===== config.mk =====
export PLATFORM = sky130hd
export DESIGN_NAME = cacheline_arbiter_flat
export DESIGN_NICKNAME = d
export VERILOG_FILES = /design/src/rtl/cacheline_arbiter_if.sv /design/src/rtl/cacheline_arbiter.sv /design/src/flat_wrapper.sv
export SDC_FILE = /design/constraint.sdc
export NUM_CORES = 1
export LEC_CHECK = 0
export CORE_AREA = 4 4 534 536
export CTS_BUF_LIST = sky130_fd_sc_hd__clkbuf_2
export DETAILED_ROUTE_END_ITERATION = 7
export DIE_AREA = 0 0 538 540
export GPL_ROUTABILITY_DRIVEN = 1
export PLACE_DENSITY_LB_ADDON = 0.08
export SLEW_MARGIN = 40
export SYNTH_ARGS = -nofsm -noshare
export SYNTH_HDL_FRONTEND = slang
export SYNTH_SLANG_ARGS = --single-unit

===== constraint.sdc =====
create_clock -name clk -period 2.2 [get_ports clk]
set_clock_uncertainty 0.2 [all_clocks]
set_input_delay 0.44 -clock clk [delete_from_list [all_inputs] [get_ports clk]]
set_output_delay 0.44 -clock clk [all_outputs]
set_load 0.005 [all_outputs]

===== src/rtl/cacheline_arbiter_if.sv =====
// Bus bundle between the I/D cache miss handlers, the cacheline arbiter and
// the single burst memory port.
//   slave  : view taken by the arbiter (it serves the caches, commands memory)
//   master : view taken by the surrounding caches and memory model
interface cacheline_arbiter_if #(
  parameter int LINE_W = 256,
  parameter int ADDR_W = 32
);
  logic              i_read;
  logic [ADDR_W-1:0] i_addr;
  logic [LINE_W-1:0] i_rdata;
  logic              i_resp;

  logic              d_read;
  logic              d_write;
  logic [ADDR_W-1:0] d_addr;
  logic [LINE_W-1:0] d_wdata;
  logic [LINE_W-1:0] d_rdata;
  logic              d_resp;

  logic              pmem_read;
  logic              pmem_write;
  logic [ADDR_W-1:0] pmem_addr;
  logic [LINE_W-1:0] pmem_wdata;
  logic [LINE_W-1:0] pmem_rdata;
  logic              pmem_resp;

  logic              busy;

  modport slave (
    input  i_read, i_addr, d_read, d_write, d_addr, d_wdata,
    input  pmem_rdata, pmem_resp,
    output i_rdata, i_resp, d_rdata, d_resp,
    output pmem_read, pmem_write, pmem_addr, pmem_wdata,
    output busy
  );

  modport master (
    output i_read, i_addr, d_read, d_write, d_addr, d_wdata,
    output pmem_rdata, pmem_resp,
    input  i_rdata, i_resp, d_rdata, d_resp,
    input  pmem_read, pmem_write, pmem_addr, pmem_wdata,
    input  busy
  );
endinterface


===== src/rtl/cacheline_arbiter.sv =====
// Two-requester arbiter sharing one physical-memory cacheline port between
// the I-cache and D-cache miss handlers.
//
// Build option: define ARB_RR_EN for round-robin tie-breaking; without it a
// simultaneous request is always granted to the D-cache (a D miss is older
// in program order than an I miss).
//
// state | meaning
// ------+---------------------------------------------
// IDLE  | no grant; pmem_* held at 0
// GNT_I | I-cache owns the memory port until pmem_resp
// GNT_D | D-cache owns the memory port until pmem_resp
module cacheline_arbiter #(
  parameter int LINE_W = 256,
  parameter int ADDR_W = 32
) (
  input logic                 clk,
  input logic                 reset,
  cacheline_arbiter_if.slave  bus
);

  typedef enum logic [1:0] {
    IDLE  = 2'd0,
    GNT_I = 2'd1,
    GNT_D = 2'd2
  } state_t;

  localparam logic [LINE_W-1:0] ZERO_LINE = '0;
  localparam logic [ADDR_W-1:0] ZERO_ADDR = '0;

  state_t state;
  logic   i_req;
  logic   d_req;
  logic   pick_d;

  assign i_req = bus.i_read;
  assign d_req = bus.d_read | bus.d_write;

`ifdef ARB_RR_EN
  // 1 when the D-cache received the most recent grant
  logic last_d;
  assign pick_d = ~last_d;
`else
  assign pick_d = 1'b1;
`endif

  // Grant FSM: arbitrate only from IDLE, release on the memory completion edge
  always_ff @(posedge clk or posedge reset) begin
    if (reset) begin
      state <= IDLE;
      bus.busy <= 1'b0;
`ifdef ARB_RR_EN
      last_d <= 1'b0;
`endif
    end else begin
      case (state)
        IDLE: begin
          if (d_req && (!i_req || pick_d)) begin
            state    <= GNT_D;
            bus.busy <= 1'b1;
`ifdef ARB_RR_EN
            last_d   <= 1'b1;
`endif
          end else if (i_req) begin
            state    <= GNT_I;
            bus.busy <= 1'b1;
`ifdef ARB_RR_EN
            last_d   <= 1'b0;
`endif
          end
        end
        GNT_I, GNT_D: begin
          // the forced IDLE cycle afterwards lets the requester drop its request
          if (bus.pmem_resp) begin
            state    <= IDLE;
            bus.busy <= 1'b0;
          end
        end
        default: begin
          state    <= IDLE;
          bus.busy <= 1'b0;
        end
      endcase
    end
  end

  // Steer the owner's command to memory and the completion back to the owner
  always_comb begin
    bus.pmem_read  = 1'b0;
    bus.pmem_write = 1'b0;
    bus.pmem_addr  = ZERO_ADDR;
    bus.pmem_wdata = ZERO_LINE;
    bus.i_resp     = 1'b0;
    bus.d_resp     = 1'b0;
    case (state)
      GNT_I: begin
        bus.pmem_read = 1'b1;
        bus.pmem_addr = bus.i_addr;
        bus.i_resp    = bus.pmem_resp;
      end
      GNT_D: begin
        // a writeback beats a read if both are raised together
        bus.pmem_read  = bus.d_read & ~bus.d_write;
        bus.pmem_write = bus.d_write;
        bus.pmem_addr  = bus.d_addr;
        bus.pmem_wdata = bus.d_wdata;
        bus.d_resp     = bus.pmem_resp;
      end
      default: begin
      end
    endcase
  end

  // Read data fans out to both caches; only the resp pulse is qualified
  assign bus.i_rdata = bus.pmem_rdata;
  assign bus.d_rdata = bus.pmem_rdata;

endmodule


===== src/flat_wrapper.sv =====
// flat-port wrapper written by rule: the top's interface ports become plain ports
module cacheline_arbiter_flat 
#(
  parameter int LINE_W = 256,
  parameter int ADDR_W = 32
)
  (clk, reset, bus_i_read, bus_i_addr, bus_d_read, bus_d_write, bus_d_addr, bus_d_wdata, bus_pmem_rdata, bus_pmem_resp, bus_i_rdata, bus_i_resp, bus_d_rdata, bus_d_resp, bus_pmem_read, bus_pmem_write, bus_pmem_addr, bus_pmem_wdata, bus_busy);
  cacheline_arbiter_if #(.LINE_W(LINE_W), .ADDR_W(ADDR_W)) bus_i ();
  input logic clk;
  input logic reset;
  input wire logic [$bits(bus_i.i_read)-1:0] bus_i_read;
  input wire logic [$bits(bus_i.i_addr)-1:0] bus_i_addr;
  input wire logic [$bits(bus_i.d_read)-1:0] bus_d_read;
  input wire logic [$bits(bus_i.d_write)-1:0] bus_d_write;
  input wire logic [$bits(bus_i.d_addr)-1:0] bus_d_addr;
  input wire logic [$bits(bus_i.d_wdata)-1:0] bus_d_wdata;
  input wire logic [$bits(bus_i.pmem_rdata)-1:0] bus_pmem_rdata;
  input wire logic [$bits(bus_i.pmem_resp)-1:0] bus_pmem_resp;
  output wire logic [$bits(bus_i.i_rdata)-1:0] bus_i_rdata;
  output wire logic [$bits(bus_i.i_resp)-1:0] bus_i_resp;
  output wire logic [$bits(bus_i.d_rdata)-1:0] bus_d_rdata;
  output wire logic [$bits(bus_i.d_resp)-1:0] bus_d_resp;
  output wire logic [$bits(bus_i.pmem_read)-1:0] bus_pmem_read;
  output wire logic [$bits(bus_i.pmem_write)-1:0] bus_pmem_write;
  output wire logic [$bits(bus_i.pmem_addr)-1:0] bus_pmem_addr;
  output wire logic [$bits(bus_i.pmem_wdata)-1:0] bus_pmem_wdata;
  output wire logic [$bits(bus_i.busy)-1:0] bus_busy;
  assign bus_i.i_read = bus_i_read;
  assign bus_i.i_addr = bus_i_addr;
  assign bus_i.d_read = bus_d_read;
  assign bus_i.d_write = bus_d_write;
  assign bus_i.d_addr = bus_d_addr;
  assign bus_i.d_wdata = bus_d_wdata;
  assign bus_i.pmem_rdata = bus_pmem_rdata;
  assign bus_i.pmem_resp = bus_pmem_resp;
  assign bus_i_rdata = bus_i.i_rdata;
  assign bus_i_resp = bus_i.i_resp;
  assign bus_d_rdata = bus_i.d_rdata;
  assign bus_d_resp = bus_i.d_resp;
  assign bus_pmem_read = bus_i.pmem_read;
  assign bus_pmem_write = bus_i.pmem_write;
  assign bus_pmem_addr = bus_i.pmem_addr;
  assign bus_pmem_wdata = bus_i.pmem_wdata;
  assign bus_busy = bus_i.busy;
  cacheline_arbiter #(.LINE_W(LINE_W), .ADDR_W(ADDR_W)) u_core (.clk(clk), .reset(reset), .bus(bus_i));
endmodule

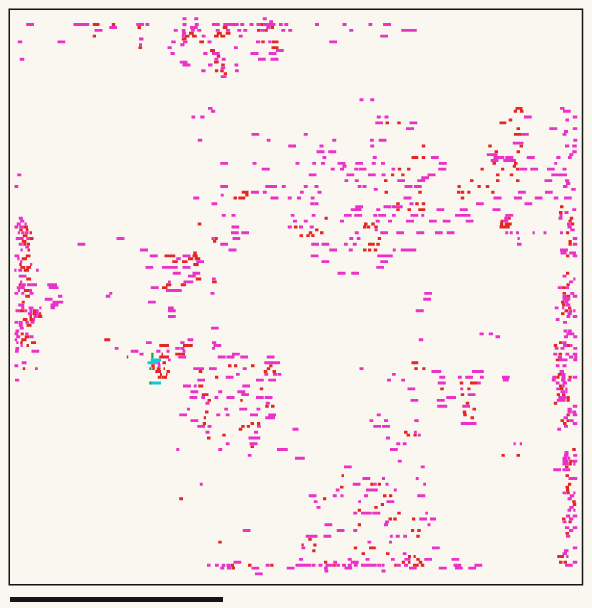
(run_1/cell_classes.png)
Scale bar: 200 um.
legend:
  all other logic:
    color: red
    cells: 345
    share_of_their_area: 24%
  clock drivers and dummy loads:
    color: green
    cells: 4
    share_of_their_area: 0.15%
  other buffers and delay cells:
    color: magenta
    cells: 753
    share_of_their_area: 75%
  flops:
    color: cyan
    cells: 3
    share_of_their_area: 0.59%

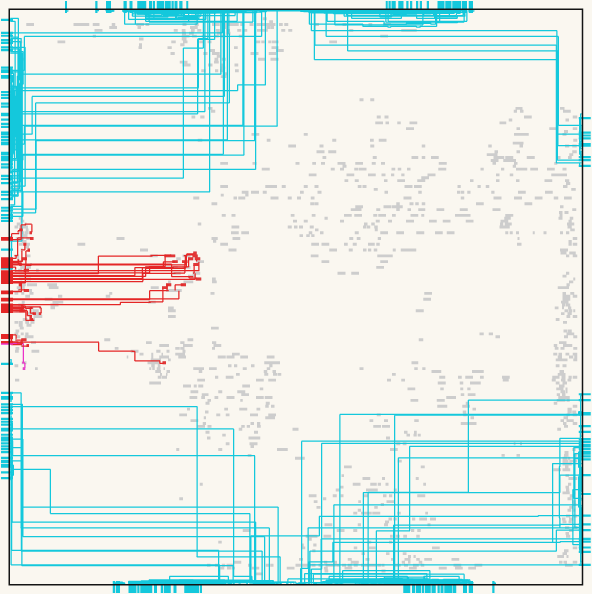
(run_1/port_nets.png)
legend:
  bus_pmem_rdata:
    color: cyan
    bits: 256
    direction: input
    end_cells: 0
    buffers: 0
    wire: 31.0 mm
  bus_i_resp:
    color: magenta
    bits: 1
    direction: output
    end_cells: 1
    buffers: 1
    wire: 37.2 um
  bus_pmem_addr:
    color: red
    bits: 32
    direction: output
    end_cells: 32
    buffers: 32
    wire: 2970 um

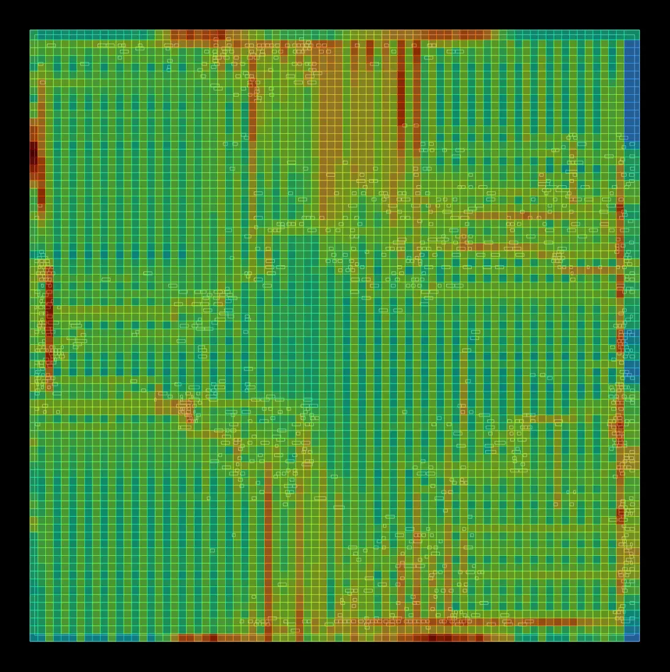
(run_1/final_congestion.png)
GR peak layer: met2
wire per inst: 28.52 um
met3 usage: 8.757%
GRT Total Usage: 8.875%
GR Util met1: 9.354%

==> notes.md, run 1 <==
run results: status finished, violations left, failing checks negative setup slack, Switch Pwr 8.509 mW, Cells after Synth approximately 900, most frequent cells in the layout clkdlybuf4s50_1 (323), and2_4 (248), buf_12 (200), largest net degree at the start of global routing 37, Slew @ Worst Pin approximately 380 ps, TNS Setup -61010 ps, fillcell total approximately 33000, internal power ~11 mW, Lkg Pwr about 5.9 nW, Clock power frac less than 1%, Seq pwr share less than 1%, Die X between 500 and 600 um, CTS Root Cell clkbuf_2, Highest Signal Layer met5, RSZ-0062 raised after global routing yes, Registers, synthesis 3, cell depth of the worst flop-to-flop path 10, Max Buffers Root-to-Sink 2, core area approximately 280000 um2, Post-synth seq share under 10%, fin. max-slew vios 0, DR vias 7261, max cap viols 0, Logic pwr share between 90% and 100%, Crit Reg-Reg Startpoint u_core.state[0], DP HPWL between 100000 and 150000 um, first drt pass iteration count 4, MUX area fraction 0%, Chip Area, Yosys between 7000 and 8000 um2, Hold Buf Count CTS 0, worst rel slew slack between 70% and 80%, max FFs per register 2, Max VDD drop approximately 0.53 mV, Syn. warnings 0, CP most frequent cell buf_12, met1 wire length between 50000 and 60000 um, ANT nets after route 0, # H-tree levels 1, routability cong. just over 0.8, Post-route DRC 0, RR Endpoint u_core.state[1], initial antenna violation count 130, setup ws final -326.9 ps, Pwr Density ~1100 nW/um2, Setup violations, final 289, routing usage on met2 around an eighth, CP max-delay cell dfrtp_1
-- run 1: worst max-delay path by stage --
stage,start,endpoint,slack (ps),cells past startpoint
global placement,bus_d_write,bus_pmem_read,-830,5
finish,u_core.state[0],bus_pmem_wdata[242],-330,9
detailed placement,bus_d_write,bus_pmem_read,-800,5
floorplan,u_core.state[0],bus_pmem_wdata[100],390,6
global route,u_core.state[0],bus_pmem_wdata[243],-420,8
CTS,u_core.state[0],bus_pmem_addr[6],-440,6
-- run 1: area by class of cell --
class,count,area share (%)
flip-flops and latches,3,0.4305
multi-input cells,341,17.80
diodes,23,0.3247
inverters,4,0.08469
well taps,3743,26.42
repair buffers,753,54.83
clock buffers,4,0.1129
-- run 1: worst max-delay path, delay by kind of cell (launching register included) --
family | cells | cell delay (ps)
adder cells (fa/ha/maj) | 1 | 170
buffers and inverters | 7 | 880
flip-flops | 1 | 390
AND/OR/NAND/NOR | 1 | 170
-- run 1: synth_stat cells --
cell type  instances  area share, %
a21oi_1            3           0.21
a22oi_1           32            3.4
and2_1            59            5.2
and2_4           200             25
and2b_4            1           0.14
and3b_1            1           0.12
buf_12             2           0.57
buf_2              7           0.50
buf_4            512             54
buf_6              3           0.48
buf_8             20            4.3
clkbuf_1           7           0.37
dfrtp_1            3            1.1
ha_1               4           0.71
inv_1              4           0.21
nand2b_1           1          0.089
nor2_1             3           0.16
nor2b_1           32            2.8
nor3_1             1          0.071
o21a_1             1           0.11
o21ai_0            1          0.071
o22a_1             1           0.12
o22ai_1            1          0.089
-- run 1: power by group through the flow --
stage	Sequential, mW	Clock, mW	Combinational [mW]
2_1_floorplan	0.101	0	5.23
3_3_place_gp	0.108	0	16.2
3_5_place_dp	0.108	0	16.1
4_1_cts	0.108	0.0830	18.7
5_1_grt	0.120	0.0867	21.3
6_report	0.117	0.0805	19.7
==> run 1 -> run 2 <==
CTS_CLUSTER_DIAMETER = 50   (was default)
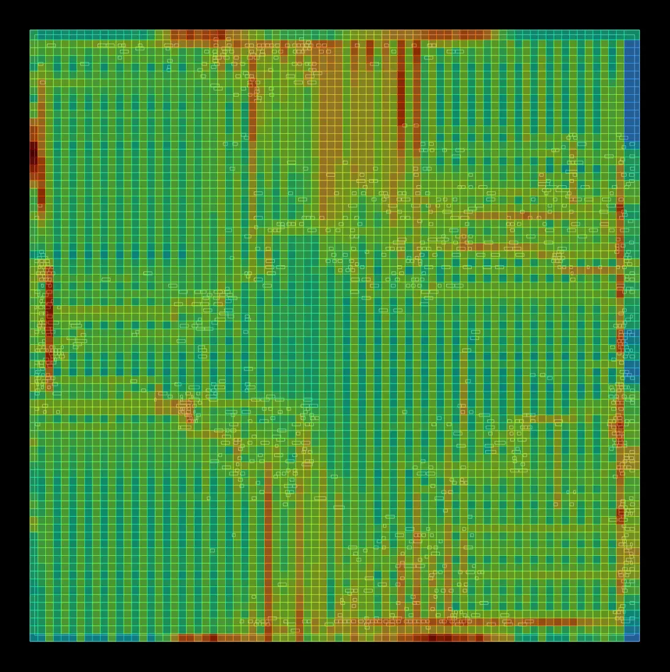
(run_2/final_congestion.png)
Layout Utilization: 6.313%
routing usage on met2: 12.93%

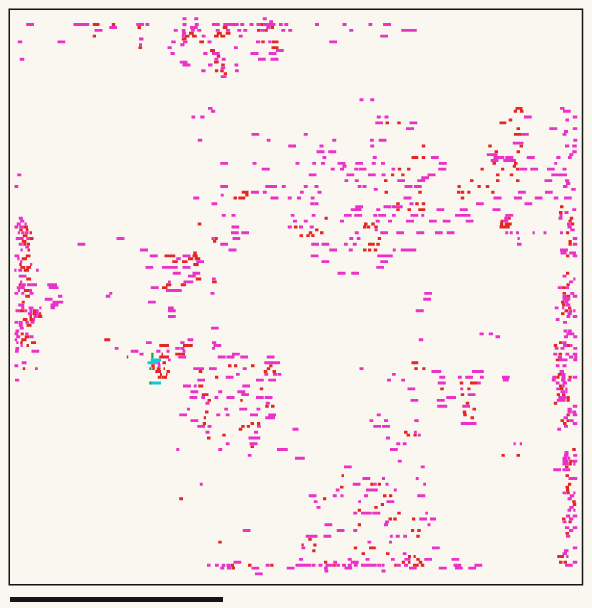
(run_2/cell_classes.png)
Scale bar: 200 um.
core area: 280800 um2
Std-Cell Rows: 195
fraction of area in registers: 0.4305%
fin area: 17730 um2

==> run 2 against run 1 <==
  * Non-clock buffer count stayed put
  * Wire length unchanged
  * Hold slack unchanged
  * Register-to-register slack about the same
  * Combinational power about the same
  * Design area unchanged
  * Via count is the same
  * The run still ends with negative setup slack left
  * Setup slack unchanged
  * First-iteration DRC count unchanged
  * Fmax stayed put
  * Die area did not move
==> notes.md, run 2 <==
run results: status finished, violations left, failing checks negative setup slack, Pwr Density about 1100 nW/um2, Power Sequential approximately 0.12 mW, ANT nets after route 0, count leader, synth buf_4, DR vias ~7300, DP HPWL 128500 um, Lkg Pwr ~5.9 nW, Crit path max-delay family buffers and inverters, vias in the first global route 7692, cell type with the largest total area buf_4, fillcell total around 33000, CTS Root Cell clkbuf_2, WP buf/inv 7, area share, top type 54.41%, TNS Setup -61010 ps, Seq pwr share 0.6%, Max Buffers Root-to-Sink 2, Registers, synthesis 3, initial antenna violation count around 130, Logic pwr share a little over nine tenths, first drt pass iteration count 4, Cells after Synth around 900, Post-synth top flop dfrtp_1, CP most frequent cell buf_12, max FFs per register 2, fin. max-slew vios 0, setup ws final -326.9 ps, GRT Total Usage approximately 8.9%, Clock power frac less than 1%, internal power about 11 mW, largest net degree at the start of global routing 37, Max VDD drop between 0.5 and 0.6 mV, wire per inst between 20 and 30 um, clk pwr slightly above 0.08 mW, EDFF count, synth 0, Post-synth seq share ~1.1%, Slew @ Worst Pin approximately 380 ps, Die X 538 um, Top Consumer combinational logic, Post-route DRC 0, routability cong. slightly above 0.8, Setup violations, final 289, Switch Pwr 8.509 mW, commonest cells in the netlist buf_4 (512), and2_4 (200), and2_1 (59), a22oi_1 (32), nor2b_1 (32), CP max-delay cell dfrtp_1, # H-tree levels 1, Async S/R FF share, synth 100.0%
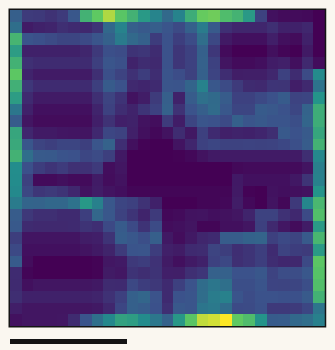
(run_2/wire_density.png)
Scale bar: 200 um. The die is cut into 27 by 27 equal tiles; dark purple is low, yellow is high, scaled to the fullest tile. Values are wire area over tile area, all layers added.
emptiest ninth of the die: center
mean over tiles: 0.086
tiles over half the peak: 6.4%

## run 2: cell counts after synthesis
Identical to the previous run, type by type.
## run 2: final cells by class
| class | count | area, um2 | area share, % |
|---|---|---|---|
| multi-input cells | 341 | 3156 | 17.80 |
| flip-flops and latches | 3 | 76.32 | 0.4305 |
| well taps | 3743 | 4683 | 26.42 |
| repair buffers | 753 | 9721 | 54.83 |
| inverters | 4 | 15.01 | 0.08469 |
| diodes | 23 | 57.56 | 0.3247 |
| clock buffers | 4 | 20.02 | 0.1129 |
## run 2: timing repair
item / 4_1_cts / 5_1_grt
resized: 366 / 188
pin swaps: 12 / 41
buffers inserted: 36 / 27
setup endpoints to repair: 292 / 291
cloned: 12 / 12
hold buffers: 0 / 0
## run 2: cells by family (layout without fill, tap and decap cells)
logic type               after synthesis  after routing  synth area share, %
AND/OR/NAND/NOR                      298            298                33.44
flip-flops                             3              3                1.063
other                                  0             23                    0
buffers and inverters                555            761                60.79
AND-OR/OR-AND                         39             39                4.003
adder cells (fa/ha/maj)                4              4               0.7085
## run 2: final timing paths
check	depth (start not counted)	endpoint	startpoint
max in group asynchronous	2	u_core.state[1]	reset
hold / removal	2	u_core.state[0]	reset
min in group clk	1	u_core.bus.busy	u_core.bus.busy
setup / recovery	9	bus_pmem_wdata[242]	u_core.state[0]
setup reg to reg	10	u_core.state[1]	u_core.state[0]
hold reg to reg	1	u_core.bus.busy	u_core.bus.busy
## run 2: per-layer routing
layer	GRT usage, %	wire length [um]	up-vias
met5	0.1332	38	-
met4	1.009	3181	4
met3	8.757	29890	312
met2	12.93	55460	1048
met1	9.354	50340	3227
li1	-	-	2670
No activity file was given, so power comes from the tool's default toggle rates.
